**config.mk**
```make
export PLATFORM = sky130hd
export DESIGN_NAME = uart_tx_fifo_sequencer_flat
export DESIGN_NICKNAME = d
export VERILOG_FILES = /design/src/rtl/uart_pkg.sv /design/src/rtl/uart_tx_fifo_sequencer_if.sv /design/src/rtl/uart_tx_seq_timer.sv /design/src/rtl/uart_tx_fifo_sequencer.sv /design/src/flat_wrapper.sv
export SDC_FILE = /design/constraint.sdc
export NUM_CORES = 1
export LEC_CHECK = 0
export ABC_AREA = 1
export CORE_MARGIN = 2
export CORE_UTILIZATION = 27
export CTS_CLUSTER_DIAMETER = 120
export CTS_CLUSTER_SIZE = 25
export DETAILED_ROUTE_END_ITERATION = 8
export GPL_ROUTABILITY_DRIVEN = 0
export PLACE_DENSITY = 0.51
export SYNTH_ARGS = -nofsm -noshare
export SYNTH_HDL_FRONTEND = slang
export SYNTH_HIERARCHICAL = 1
export SYNTH_SLANG_ARGS = --single-unit
export TNS_END_PERCENT = 30
```
**constraint.sdc**
```tcl
create_clock -name clock -period 3.8 [get_ports clock]
set_input_delay 0.76 -clock clock [delete_from_list [all_inputs] [get_ports clock]]
set_output_delay 0.76 -clock clock [all_outputs]
set_load 0.005 [all_outputs]
```
**src/rtl/uart_pkg.sv**
```systemverilog
// Shared types and constants for the UART transmit FIFO sequencer.
package uart_pkg;

    localparam int unsigned DataWidthDef = 8;
    localparam int unsigned CharsW       = 16;
    localparam int unsigned TimerW       = 8;

    typedef enum logic [2:0] {
        StIdle,
        StRd,
        StWait,
        StLoad,
        StGap
    } seq_state_e;

endpackage

```
**src/rtl/uart_tx_fifo_sequencer_if.sv**
```systemverilog
// FIFO read port and transmitter load port seen by the sequencer.
interface uart_tx_fifo_sequencer_if
    import uart_pkg::*;
#(
    parameter int unsigned DATA_WIDTH = DataWidthDef
);
    logic                  fifo_empty;
    logic                  fifo_read_n;
    logic [DATA_WIDTH-1:0] fifo_data;
    logic                  tx_busy;
    logic                  tx_load;
    logic [DATA_WIDTH-1:0] tx_data;

    modport master (
        input  fifo_empty, fifo_data, tx_busy,
        output fifo_read_n, tx_load, tx_data
    );

    modport slave (
        output fifo_empty, fifo_data, tx_busy,
        input  fifo_read_n, tx_load, tx_data
    );
endinterface

```
**src/rtl/uart_tx_seq_timer.sv**
```systemverilog
// Loadable down-counter; done while the current count is on its last cycle.
module uart_tx_seq_timer
    import uart_pkg::*;
#(
    parameter int unsigned Width = TimerW
) (
    input  logic             clock,
    input  logic             reset_n,
    input  logic             load_i,
    input  logic [Width-1:0] load_val_i,
    output logic             done_o
);
    logic [Width-1:0] count_q, count_d;

    always_comb begin
        count_d = count_q;
        if (load_i) begin
            count_d = load_val_i;
        end else if (count_q != '0) begin
            count_d = count_q - Width'(1);
        end
    end

    always_ff @(posedge clock or negedge reset_n) begin
        if (!reset_n) begin
            count_q <= '0;
        end else begin
            count_q <= count_d;
        end
    end

    assign done_o = (count_q <= Width'(1));
endmodule

```
**src/rtl/uart_tx_fifo_sequencer.sv**
```systemverilog
// Drains the TX FIFO into the UART transmitter one character at a time.
// Optional UART_TX_CTS_EN adds a synchronised cts_n_i gate on loading.
module uart_tx_fifo_sequencer
    import uart_pkg::*;
#(
    parameter int unsigned RD_LATENCY = 2,
    parameter int unsigned GAP_CYCLES = 0,
    parameter int unsigned DATA_WIDTH = DataWidthDef
) (
    input  logic                     clock,
    input  logic                     reset_n,
    input  logic                     enable_i,
    input  logic                     flush_i,
`ifdef UART_TX_CTS_EN
    input  logic                     cts_n_i,
`endif
    uart_tx_fifo_sequencer_if.master bus_io,
    output logic                     seq_busy_o,
    output logic [CharsW-1:0]        chars_sent_o
);
    localparam int unsigned GapLoad = (GAP_CYCLES == 0) ? 1 : GAP_CYCLES;

    seq_state_e            state_q, state_d;
    logic                  fifo_read_n_q, fifo_read_n_d;
    logic                  tx_load_q, tx_load_d;
    logic [DATA_WIDTH-1:0] tx_data_q, tx_data_d;
    logic [CharsW-1:0]     chars_q, chars_d;
    logic                  flush_q, flush_d;
    logic                  timer_load, timer_done;
    logic [TimerW-1:0]     timer_val;
    logic                  cts_ok;
    logic                  go;

`ifdef UART_TX_CTS_EN
    logic [1:0] cts_sync_q;

    // Resets to "not clear" so nothing is loaded before CTS is seen.
    always_ff @(posedge clock or negedge reset_n) begin
        if (!reset_n) begin
            cts_sync_q <= 2'b11;
        end else begin
            cts_sync_q <= {cts_sync_q[0], cts_n_i};
        end
    end
    assign cts_ok = ~cts_sync_q[1];
`else
    assign cts_ok = 1'b1;
`endif

    uart_tx_seq_timer #(
        .Width(TimerW)
    ) u_timer (
        .clock     (clock),
        .reset_n   (reset_n),
        .load_i    (timer_load),
        .load_val_i(timer_val),
        .done_o    (timer_done)
    );

    assign go = (state_q == StIdle) && !bus_io.fifo_empty && (enable_i || flush_i);

    always_ff @(posedge clock or negedge reset_n) begin
        if (!reset_n) begin
            state_q <= StIdle;
        end else begin
            state_q <= state_d;
        end
    end

    always_comb begin
        state_d = state_q;
        unique case (state_q)
            StIdle: if (go) state_d = StRd;
            StRd:   state_d = StWait;
            StWait: if (timer_done) state_d = flush_q ? StIdle : StLoad;
            // tx_load_q high means the pulse is in progress; leave as it ends.
            StLoad: if (tx_load_q) state_d = StGap;
            StGap:  if (timer_done) state_d = StIdle;
            default: state_d = StIdle;
        endcase
    end

    always_comb begin
        fifo_read_n_d = 1'b1;
        tx_load_d     = 1'b0;
        tx_data_d     = tx_data_q;
        chars_d       = chars_q;
        flush_d       = flush_q;
        timer_load    = 1'b0;
        timer_val     = '0;
        unique case (state_q)
            StIdle: begin
                if (go) begin
                    fifo_read_n_d = 1'b0;
                    flush_d       = flush_i;
                end
            end
            StRd: begin
                timer_load = 1'b1;
                timer_val  = TimerW'(RD_LATENCY);
            end
            StWait: begin
                if (timer_done) tx_data_d = bus_io.fifo_data;
            end
            StLoad: begin
                if (tx_load_q) begin
                    chars_d    = chars_q + CharsW'(1);
                    timer_load = 1'b1;
                    timer_val  = TimerW'(GapLoad);
                end else if (!bus_io.tx_busy && cts_ok) begin
                    tx_load_d = 1'b1;
                end
            end
            default: ;
        endcase
    end

    always_ff @(posedge clock or negedge reset_n) begin
        if (!reset_n) begin
            fifo_read_n_q <= 1'b1;
            tx_load_q     <= 1'b0;
            tx_data_q     <= '0;
            chars_q       <= '0;
            flush_q       <= 1'b0;
        end else begin
            fifo_read_n_q <= fifo_read_n_d;
            tx_load_q     <= tx_load_d;
            tx_data_q     <= tx_data_d;
            chars_q       <= chars_d;
            flush_q       <= flush_d;
        end
    end

    assign bus_io.fifo_read_n = fifo_read_n_q;
    assign bus_io.tx_load     = tx_load_q;
    assign bus_io.tx_data     = tx_data_q;
    assign seq_busy_o         = (state_q != StIdle);
    assign chars_sent_o       = chars_q;
endmodule

```
**src/flat_wrapper.sv**
```systemverilog
// flat-port wrapper written by rule: the top's interface ports become plain ports
module uart_tx_fifo_sequencer_flat import uart_pkg::*;
#(
    parameter int unsigned RD_LATENCY = 2,
    parameter int unsigned GAP_CYCLES = 0,
    parameter int unsigned DATA_WIDTH = DataWidthDef
)
  (clock, reset_n, enable_i, flush_i, seq_busy_o, chars_sent_o, bus_io_fifo_empty, bus_io_fifo_data, bus_io_tx_busy, bus_io_fifo_read_n, bus_io_tx_load, bus_io_tx_data);
  uart_tx_fifo_sequencer_if #(.DATA_WIDTH(DATA_WIDTH)) bus_io_i ();
  input  logic clock;
  input  logic reset_n;
  input  logic enable_i;
  input  logic flush_i;
  output logic seq_busy_o;
  output logic [CharsW-1:0] chars_sent_o;
  input wire logic [$bits(bus_io_i.fifo_empty)-1:0] bus_io_fifo_empty;
  input wire logic [$bits(bus_io_i.fifo_data)-1:0] bus_io_fifo_data;
  input wire logic [$bits(bus_io_i.tx_busy)-1:0] bus_io_tx_busy;
  output wire logic [$bits(bus_io_i.fifo_read_n)-1:0] bus_io_fifo_read_n;
  output wire logic [$bits(bus_io_i.tx_load)-1:0] bus_io_tx_load;
  output wire logic [$bits(bus_io_i.tx_data)-1:0] bus_io_tx_data;
  assign bus_io_i.fifo_empty = bus_io_fifo_empty;
  assign bus_io_i.fifo_data = bus_io_fifo_data;
  assign bus_io_i.tx_busy = bus_io_tx_busy;
  assign bus_io_fifo_read_n = bus_io_i.fifo_read_n;
  assign bus_io_tx_load = bus_io_i.tx_load;
  assign bus_io_tx_data = bus_io_i.tx_data;
  uart_tx_fifo_sequencer #(.RD_LATENCY(RD_LATENCY), .GAP_CYCLES(GAP_CYCLES), .DATA_WIDTH(DATA_WIDTH)) u_core (.clock(clock), .reset_n(reset_n), .enable_i(enable_i), .flush_i(flush_i), .bus_io(bus_io_i), .seq_busy_o(seq_busy_o), .chars_sent_o(chars_sent_o));
endmodule
```
wires.png
Scale bar: 20 um.
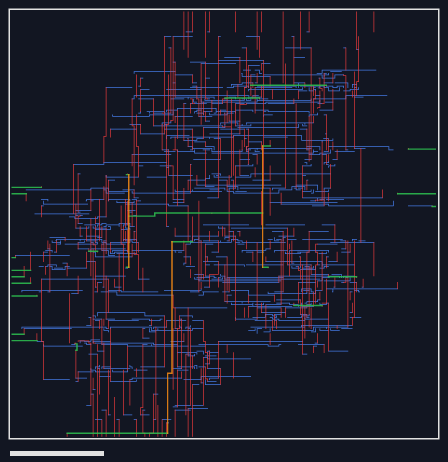
colour	layer	wire length
orange	metal 4	87.3 um
red	metal 2	1980 um
blue	metal 1	2270 um
green	metal 3	145 um
aggregate global-route resource usage: 0.117
drt wl/cell: 10.5 um
drt total wl: 4490 um

io_fan.png
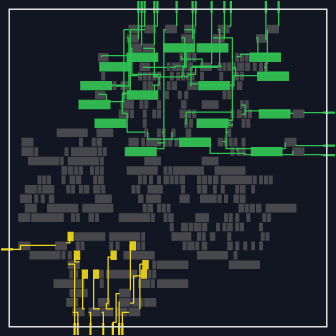
colour	port	bits	direction	edge	end cells	buffers	wire
green	chars_sent_o	16	output	13 top, 3 right	16	16	615 um
yellow	bus_io_fifo_data	8	input	7 bottom, 1 left	8	8	152 um
Top-Level Pins: 41
Port Buffers: 40

sizes.png
Scale bar: 20 um.
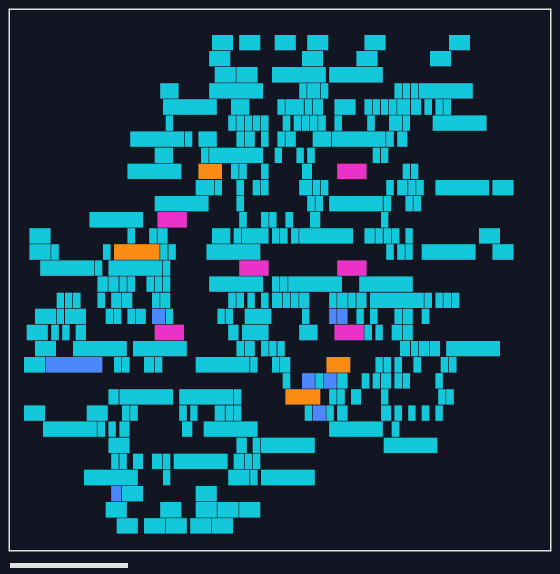
colour	size	cells	share
magenta	_6 and larger	6	1.8%
cyan	_0 and _1 cells	311	95%
blue	_2 cells	8	2.4%
orange	_3 and _4 cells	4	1.2%
Finished Cell Area: 2670 um^2
Layout area overhead: 29.9%
Setup WS post-layout: 1.56 ns
Non-CTS buffers: 40

clocks.png
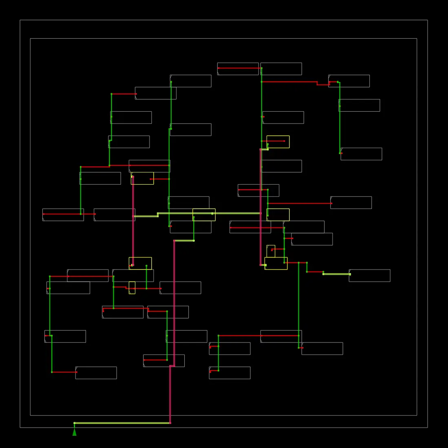
Post-Route Skew: 0.00341 ns
CTS Buf Count: 5
clk ins delay skew pair: 0.29 ns
sequential cells: 38
CTS Sinks: 38

==> results.toml <==
# yosys + openroad results
[routing]
drc = 0
num_vias = 1789
drt-initial-drc-count = 72
firstDrtPassIters = 4

[cts]
root_buffer = "clkbuf_8"
cts_resized = 0
post_cts.repair.setup_buffers = 0
clkSlewWorstSetupHoldPaths_ns = 0.07
clk_path_buf_depth = 2
htree_levels = 2
cts_tree = "built"
ctsHoldBuffers = 0

[pwr]
internal_power_mw = 0.842
pwr-share-comb = 0.346
clock_power_share = 0.216
switching_share = 0.362
p_per_area_nw_per_um2 = 495
seqPwrFrac = 0.438
leakagePower_nw = 1.23
irDropWorstVdd_mv = 0.231

[timing]
timing.fmax_mhz = 446
drv_slew = 0
tightest_slew_ns = 0.869
rsz0062_at_grt = "no"
setup_viol = 0
final.setup.tns_ns = 0
layout_min_cycle_time_ns = 2.24
hold_viol_final = 0

[global_route]
grt_util_met3 = 0.0232
antenna_found_initial = 0
grt_max_degree = 39
use_met1 = 0.157
grt-busiest-layer = "met2"
grt-ovfl-total = 0
grt_pass1_wl_um = 7740
grt_pass1_vias = 1669

[final_layout]
drive_gt1_frac = 0.0547
finalNonFillerCells = 428
diodes = 0
fillers = 810

[logic_synthesis]
synth.distinct_cells = 24
yosysTopAreaCellShare = 0.451
ys_ff = 38
netlist_area_um2 = 2050
ys_chip_area_um2 = 2050
syn_area_per_cell_um2 = 7.38
ys_cells = 278
yosys_warnings = 6
synth.largest_area_cell = "dfrtp_1"
syn_inst = 278

[min_path]
hold_path.startpoint = "u_core/bus_io.tx_data[2]"

[flow_run]
drv_cap = 0
log.warning_count = 27

[run_status]
status = "finished clean"

[placed_design]
dp_hpwl_um = 3320
dp.cells = 420

[floorplan]
fp.dieH_um = 91.2
chipArea_um2 = 8310
row_count = 31

[setup_path]
arrival_ns = 1.48
cp-start-kind = "flop"
end_kind = "output port"
crit_fanout = 6
## registers in the layout, summed over array words and instances, names as in the netlist
name and cells:
u_core/bus_io.fifo_read_n 1, u_core/bus_io.tx_data 8, u_core/bus_io.tx_load 1, u_core/chars_sent_o 16, u_core/flush_q 1, u_core/state_q 3
u_core/u_timer/count_q 8
## cell usage after synthesis, drive strengths merged
master and n:
a21oi 6, o21ai 14, nand2 93, xor2 5, inv 34, ha 3
buf 1, conb 1, nor2 47, nand3 23, clkbuf 1, xnor2 4
dfstp 1, nand4 5, or2 1, nor3 2, dfrtp 37
## cell type report
class | count | area [um^2] | area share
clock buffers | 7 | 86.3 | 0.0324
clock inverters | 1 | 5.00 | 0.00188
well taps | 99 | 124 | 0.0465
repair buffers | 40 | 395 | 0.148
multi-input cells | 209 | 976 | 0.366
flip-flops and latches | 38 | 952 | 0.357
inverters | 34 | 128 | 0.0479
## cell usage in the layout (no fill, tap or decap), drive strengths merged
| cell | n |
|---|---|
| nand4 | 5 |
| nand3 | 23 |
| clkbuf | 7 |
| nand2 | 93 |
| or2 | 1 |
| conb | 6 |
| ha | 3 |
| nor2 | 47 |
| xnor2 | 4 |
| a21oi | 6 |
| o21ai | 14 |
| xor2 | 5 |
| clkinv | 1 |
| clkdlybuf4s50 | 39 |
| dfstp | 1 |
| buf | 1 |
| dfrtp | 37 |
| inv | 34 |
| nor3 | 2 |
## kinds of logic after synthesis
group | Yosys count | share of synthesized area
and+or+nand+nor | 171 | 0.359
xor gates and xnor gates | 9 | 0.0384
DFF | 38 | 0.464
AOI/OAI and AO/OA | 20 | 0.0488
buffers and inverters | 36 | 0.0695
other | 1 | 0.00183
adders and majority gates | 3 | 0.0183
## power groups by stage
stage	registers (mW)	logic [mW]	clock network (mW)
after global routing	0.591	0.531	0.322
after global placement	0.588	0.459	0
after detailed placement	0.585	0.460	0
final	0.578	0.457	0.285
after CTS	0.579	0.463	0.304
after floorplan	0.571	0.320	0
## path summary, 6_finish.rpt
check	endpoint	depth (start not counted)	slack, ns
max in group asynchronous	u_core/u_timer/count_q[0]	1	2.67
worst min-delay path	u_core/bus_io.tx_data[2]	2	0.48
worst max-delay path	seq_busy_o	3	1.56
min in group asynchronous	u_core/bus_io.tx_data[2]	1	0.58
worst min register to register	u_core/bus_io.tx_data[2]	2	0.48
worst max register to register	u_core/bus_io.tx_data[7]	7	1.75
## metrics by stage
step	utilization	setup slack [ns]	power (mW)	hold slack, ns	area (um^2)
after global placement	0.353	1.84	1.05	0.462	2570
final	0.366	1.56	1.32	0.478	2670
after floorplan	-	2.20	0.891	0.464	2070
after global routing	0.366	1.45	1.44	0.515	2670
after CTS	0.366	1.54	1.35	0.481	2670
after detailed placement	0.353	1.77	1.05	0.463	2570
## per-layer routing
metal	routed length, um	share of wire
met4	87	0.019
met5	0	0
met3	145	0.032
met1	2270	0.51
met2	1980	0.44
## critical path, stage by stage (launching register included)
cell and delay [ns]:
dfrtp_1 0.48, nor2_1 0.09, nand2_1 0.11, clkdlybuf4s50_1 0.52
No activity file was given, so power comes from the tool's default toggle rates.
